Run 1, the clock network:
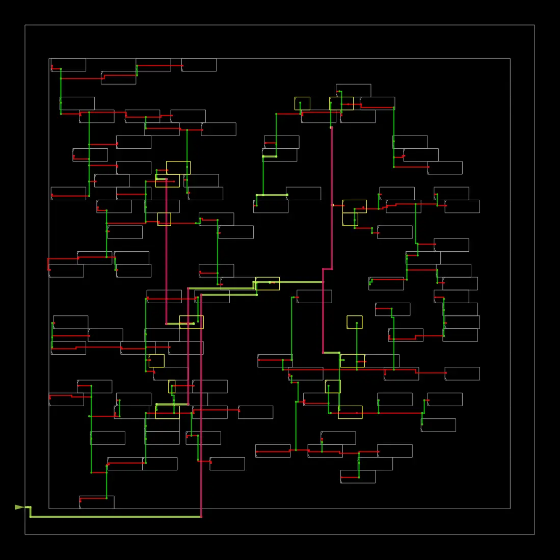
Run 1, M2 wires:
Drawn at 3 px/um.
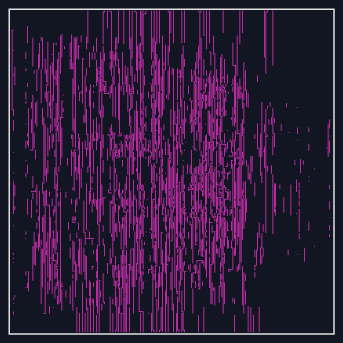
Run 1, floorplan with the power grid:
Drawn at 3 px/um. Pins as bars on the die edge.
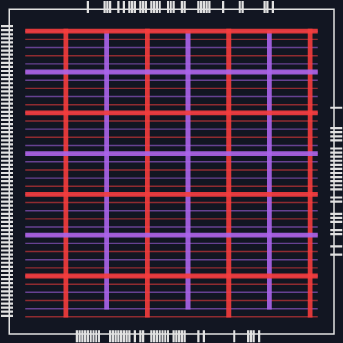
<file path="src/rtl/mips_pkg.sv">
// Shared MIPS pipeline constants and helpers.
// Latency: n/a (declarations only).
// Backpressure: n/a.
package mips_pkg;

  localparam int unsigned DATA_W = 32;

  typedef logic [DATA_W-1:0] word_t;

  // All-zero word decodes as sll $0,$0,0, a harmless bubble.
  localparam word_t NOP_INSTR        = 32'h0000_0000;
  localparam word_t DEFAULT_RESET_PC = 32'h0000_0000;

  // J-type target: upper nibble of the sequential PC, 26-bit index, word aligned.
  function automatic word_t jump_target(input word_t pc_plus4, input word_t instr);
    return {pc_plus4[31:28], instr[25:0], 2'b00};
  endfunction

endpackage

</file>
<file path="src/rtl/flopenrc.sv">
// Generic register with enable and synchronous clear.
// Latency: one cycle from d to q.
// Backpressure: en low holds q and also masks clear, so a hold beats a clear.
module flopenrc #(
  parameter int unsigned   WIDTH   = 32,
  parameter logic [WIDTH-1:0] RST_VAL = '0
) (
  input  logic             clk,
  input  logic             reset,
  input  logic             en,
  input  logic             clear,
  input  logic [WIDTH-1:0] d,
  output logic [WIDTH-1:0] q
);

  logic [WIDTH-1:0] q_q;
  logic [WIDTH-1:0] q_d;

  // Next value: hold unless enabled; when enabled, clear wins over load.
  always_comb begin
    q_d = q_q;
    if (en) begin
      if (clear) q_d = '0;
      else       q_d = d;
    end
  end

  // State register; synchronous reset overrides enable and clear.
  always_ff @(posedge clk) begin
    if (reset) q_q <= RST_VAL;
    else       q_q <= q_d;
  end

  assign q = q_q;

endmodule

</file>
<file path="src/rtl/fetch_stage.sv">
// Instruction fetch: PC register, next-PC selection and the IF/ID pipeline register.
// Latency: redirect in cycle N shows on pc_f in N+1; instr_f reaches instr_d one cycle later.
// Backpressure: stall_f freezes the PC (redirects ignored), stall_d freezes IF/ID and beats flush_d.
module fetch_stage
  import mips_pkg::*;
#(
  parameter logic [DATA_W-1:0] RESET_PC = DEFAULT_RESET_PC
) (
  input  logic              clk,
  input  logic              reset,
  input  logic              stall_f,
  input  logic              stall_d,
  input  logic              flush_d,
  input  logic              pc_src_d,
  input  logic [DATA_W-1:0] pc_branch_d,
  input  logic              jump_d,
  input  logic [DATA_W-1:0] instr_f,
  output logic [DATA_W-1:0] pc_f,
  output logic [DATA_W-1:0] instr_d,
  output logic [DATA_W-1:0] pc_plus4_d,
  output logic              valid_d
);

  word_t pc_plus4_f;
  word_t jump_tgt;
  word_t pc_next;

  // Sequential address wraps naturally at 2^32; jump target comes from IF/ID contents.
  always_comb begin
    pc_plus4_f = pc_f + 32'd4;
    jump_tgt   = jump_target(pc_plus4_d, instr_d);
  end

  // Next-PC priority: jump, then taken branch, then fall-through.
  always_comb begin
    pc_next = pc_plus4_f;
    if (jump_d)        pc_next = jump_tgt;
    else if (pc_src_d) pc_next = pc_branch_d;
  end

  flopenrc #(.WIDTH(DATA_W), .RST_VAL(RESET_PC)) u_pc_reg (
    .clk   (clk),
    .reset (reset),
    .en    (~stall_f),
    .clear (1'b0),
    .d     (pc_next),
    .q     (pc_f)
  );

  flopenrc #(.WIDTH(DATA_W), .RST_VAL(NOP_INSTR)) u_instr_reg (
    .clk   (clk),
    .reset (reset),
    .en    (~stall_d),
    .clear (flush_d),
    .d     (instr_f),
    .q     (instr_d)
  );

  flopenrc #(.WIDTH(DATA_W), .RST_VAL('0)) u_pc4_reg (
    .clk   (clk),
    .reset (reset),
    .en    (~stall_d),
    .clear (flush_d),
    .d     (pc_plus4_f),
    .q     (pc_plus4_d)
  );

  flopenrc #(.WIDTH(1), .RST_VAL(1'b0)) u_valid_reg (
    .clk   (clk),
    .reset (reset),
    .en    (~stall_d),
    .clear (flush_d),
    .d     (1'b1),
    .q     (valid_d)
  );

endmodule

</file>
<file path="config.mk">
export PLATFORM = sky130hd
export DESIGN_NAME = fetch_stage
export DESIGN_NICKNAME = d
export VERILOG_FILES = /design/src/rtl/mips_pkg.sv /design/src/rtl/flopenrc.sv /design/src/rtl/fetch_stage.sv
export SDC_FILE = /design/constraint.sdc
export NUM_CORES = 1
export LEC_CHECK = 0
export CORE_MARGIN = 5
export CORE_UTILIZATION = 48
export DETAILED_ROUTE_END_ITERATION = 8
export GPL_ROUTABILITY_DRIVEN = 0
export PLACE_DENSITY = 0.86
export SYNTH_ARGS = -nofsm -noshare
export SYNTH_HDL_FRONTEND = slang
export SYNTH_SLANG_ARGS = --single-unit
export TNS_END_PERCENT = 10
</file>
<file path="constraint.sdc">
create_clock -name clk -period 4.7 [get_ports clk]
set_input_delay 0.705 -clock clk [delete_from_list [all_inputs] [get_ports clk]]
set_output_delay 0.705 -clock clk [all_outputs]
set_load 0.03 [all_outputs]
</file>
==> changes_impl.md, run 1 <==
### Implementation results

- Average detailed-routed wire length per instance: 19.5 um
- Sink Count: 97
- Critical-path cell with the highest stage delay: sky130_fd_sc_hd__nor4_1
- Clock Pin Slew Worst Setup and Hold Paths: 0.10 ns
- Yosys chip area: 4580 um2
- Hold-fix buffers at CTS: 0
- Post-synth ARST share: 0%
- Count of distinct cell types in the synthesized netlist: 53
- Number of buffers between clock root and the deepest sink: 2
- RSZ-0062 raised after global routing: no
- Worst hold-check path type: flop to flop
- WHS Path Cells: 1
- Setup slack after layout: 1.79 ns
- Detailed router's first-iteration violation count: 665
- Worst-path cell chain: ha_1 -> nand4_1 -> nor4_1 -> nand2_1 -> o31ai_1 -> a22o_1
- Final cell area excluding filler cells: 6460 um2
- HPWL Detailed: 11400 um
- Portion of synthesized cell area occupied by the leading cell type: 42.4%
- Slew at the pin closest to its max-slew limit: 1.09 ns
- Data required time of the worst path: 5.02 ns
- Total Die Area: 11600 um2
- Group with the largest share of power: registers
- Crit-path leading delay family: simple AND/OR/NAND/NOR gates
- Number of H-tree branching levels: 3
- Total CTS buffers: 9
- Top cells by area in the synthesized netlist: sky130_fd_sc_hd__dfxtp_1 (42%), sky130_fd_sc_hd__a22oi_1 (8.7%), sky130_fd_sc_hd__nor2_1 (6.1%), sky130_fd_sc_hd__a22o_1 (4.6%), sky130_fd_sc_hd__xnor2_1 (4.4%)
- Class of the most critical setup path: flop to flop
- Startpoint kind of the worst setup timing path: flop
- Worst relative slew slack: 26.7%
- Post-synthesis instance total: 535
- Worst setup path end: u_pc_reg.q[16]
- Final critical-path share of the clock period: 61.9%
- Tool Warnings: 26
- Most used flip-flop cell: sky130_fd_sc_hd__dfxtp_1
- Worst path arrival time: 3.23 ns
- Placement-stage worst setup slack: 1.66 ns
- Detail-routed via count per cell: 6.02
- Reg2Reg Launch Point: u_pc_reg.q[2]
- Number of cells in the finished layout apart from fillers: 807
- Number of buffer cells added on primary ports: 167
- Instance area at placement: 6290 um2
- Path length in cells of the critical path: 6
- Most common logic cell in the routed design: sky130_fd_sc_hd__clkdlybuf4s50_1
- Worst Reg-to-Reg Cells: 6
- Total buffers and inverters traversed by the critical path: 0
- Ports placed on the boundary: 168
- Combined global-route utilization of all metal layers: 27.1%
- NetSw: 0.526 mW
- Final #Nets: 745
- Hold Vio Cnt, Final: 0
- Seq power: 0.889 mW
- Final worst path period need: 2.91 ns
- Post-synthesis adder-cell area fraction: 0.273%
- Leftover overflow at the end of global routing: 0
- Worst-case hold path end point: u_pc4_reg.q[27]
- Result of the run: completed
- Pin count of the biggest net entering global routing: 51
- Std cell rows: 35
- Area fraction in mux cells: 2.24%
- Post-Syn Nets: 607
- Total of fill cells in the finished design: 772
- Share of final-layout standard cells stronger than drive strength 1: 5.75%
## Picture notes: 'the clock network'
registers: 97
total of clock buffers placed in the layout: 10
Max Clock Skew: 0.0151 ns

## Picture notes: 'M2 wires'
wire length on this layer	7040 um
main direction	vertical
nets with wire on the layer	631
share of all routed wire	45%
longest straight run	46.2 um
total via count in the routed design: 4857
global routing met2 resource utilization: 41.8%
Post-Route WL: 15700 um

## Picture notes: 'floorplan with the power grid'
colour	net
red	VSS
purple	VDD
rows	35
signal pins	168
Core Box Area: 9280 um2
die extent in x: 108 um
worst voltage drop across the vdd grid: 0.000187 V

## run 1: final cells by class
cell class / count / area, um2 / share of cell area [%]
Clock inverter: 6 / 51.3 / 0.793
Clock buffer: 10 / 128 / 1.97
Multi-Input combinational cell: 377 / 2420 / 37.4
Timing Repair Buffer: 174 / 1710 / 26.5
Tap cell: 129 / 161 / 2.50
Sequential cell: 97 / 1940 / 30.0
Inverter: 14 / 52.6 / 0.813
## run 1: metal layers
layer	up-vias	share of wire, %	global-route usage, %
met5	-	0	0
met4	0	2.9	10.8
met3	45	12	9.06
met2	323	45	41.8
met1	2227	40	34.9
li1	2262	-	-
## run 1: flip-flops by register name (all words and copies together) (netlist names)
| name | flops |
|---|---|
| u_instr_reg.q | 32 |
| u_pc4_reg.q | 32 |
| u_valid_reg.q | 1 |
| u_pc_reg.q | 32 |
Run 1, clock distribution:
Drawn at 2 px/um.
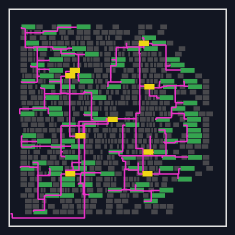

==> run 2: changes to the inputs <==
--- a/config.mk
+++ b/config.mk
@@ -6,10 +6,10 @@
 export NUM_CORES = 1
 export LEC_CHECK = 0
 export CORE_MARGIN = 5
-export CORE_UTILIZATION = 48
+export CORE_UTILIZATION = 45
 export DETAILED_ROUTE_END_ITERATION = 8
 export GPL_ROUTABILITY_DRIVEN = 0
-export PLACE_DENSITY = 0.86
+export PLACE_DENSITY = 0.82
 export SYNTH_ARGS = -nofsm -noshare
 export SYNTH_HDL_FRONTEND = slang
 export SYNTH_SLANG_ARGS = --single-unit
==> constraint.sdc (replaced) <==
create_clock -name clk -period 3 [get_ports clk]
set_input_delay 0.45 -clock clk [delete_from_list [all_inputs] [get_ports clk]]
set_output_delay 0.45 -clock clk [all_outputs]
set_load 0.03 [all_outputs]
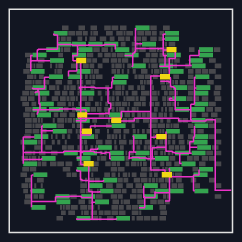
Run 2: clock distribution
Drawn at 2 px/um.
[magenta] clock wires | length: 1120 um
[yellow] clock drivers | count: 9
[green] flip-flops | count: 97
routed clock nets	10
fraction of power consumed by the clock network: 28.6%
clk ins delay skew pair: 0.37 ns
Clk power: 0.762 mW

==> changes_impl.md, run 2 <==
### Implementation results

- Result of the run: completed
- Pin count of the biggest net entering global routing: 40
- Slew at the pin closest to its max-slew limit: 0.922 ns
- Detailed router's first-iteration violation count: 488
- Die extent in x: 111 um
- Post-Route WL: 15800 um
- Instance area at placement: 6350 um2
- Met3 capacity usage during global routing: 6.82%
- Global routing met2 resource utilization: 39.2%
- Tool Warnings: 26
- Total buffers and inverters traversed by the critical path: 0
- Placement-stage worst setup slack: 0.590 ns
- Seq power: 1.39 mW
- Final critical-path share of the clock period: 81.3%
- Most common logic cell in the routed design: sky130_fd_sc_hd__clkdlybuf4s50_1
- Ports placed on the boundary: 168
- Detail-routed via count per cell: 6.05
- Share of final-layout standard cells stronger than drive strength 1: 6.29%
- Crit-path leading delay family: simple AND/OR/NAND/NOR gates
- Class of the most critical setup path: flop to flop
- Reg2Reg Launch Point: u_pc_reg.q[2]
- Combined global-route utilization of all metal layers: 24.9%
- Sink Count: 97
- Post-synthesis instance total: 535
- Portion of synthesized cell area occupied by the leading cell type: 42.4%
- Average detailed-routed wire length per instance: 19.4 um
- Number of buffer cells added on primary ports: 167
- Final worst path period need: 2.44 ns
- Worst relative slew slack: 38.4%
- Hold Vio Cnt, Final: 0
- Worst voltage drop across the vdd grid: 0.000208 V
- Worst-path cell chain: ha_1 -> nand4_1 -> or4_1 -> o41ai_1 -> mux2i_1 -> o21ai_0
- Total of fill cells in the finished design: 823
- Number of H-tree branching levels: 3
- Post-synth ARST share: 0%
- Gate Area: 2420 um2
- GR met1 Demand/Resource: 31.7%
- Clock Pin Slew Worst Setup and Hold Paths: 0.10 ns
- Setup slack after layout: 0.561 ns
- RSZ-0062 raised after global routing: no
- Total CTS buffers: 9
==> run 2: cell counts after synthesis <==
Identical to the previous run, type by type.
==> run 2: routing by layer <==
metal,up-vias,part of all wire (%)
met5,-,0
met4,0,3.3
met3,49,11
met2,292,46
met1,2331,40
li1,2271,-
==> run 2: logic make-up after synthesis <==
kind of cell / count (synthesis) / synth area share [%]
muxes: 10 / 2.24
xor gates and xnor gates: 28 / 5.35
buffers and inverters: 61 / 5.08
and+or+nand+nor: 160 / 17.0
DFF: 97 / 42.4
AOI/OAI and AO/OA: 178 / 27.7
adders and majority gates: 1 / 0.273
==> run 2: area by class of cell <==
class                      count  area share (%)
sequential                    97            29.8
tap                          133            2.56
clock inverter                 2           0.231
inverter                      14           0.807
timing repair buffer         181            27.1
clock buffer                  13            2.29
multi-input combinational    377            37.2
No activity file was given, so power comes from the tool's default toggle rates.
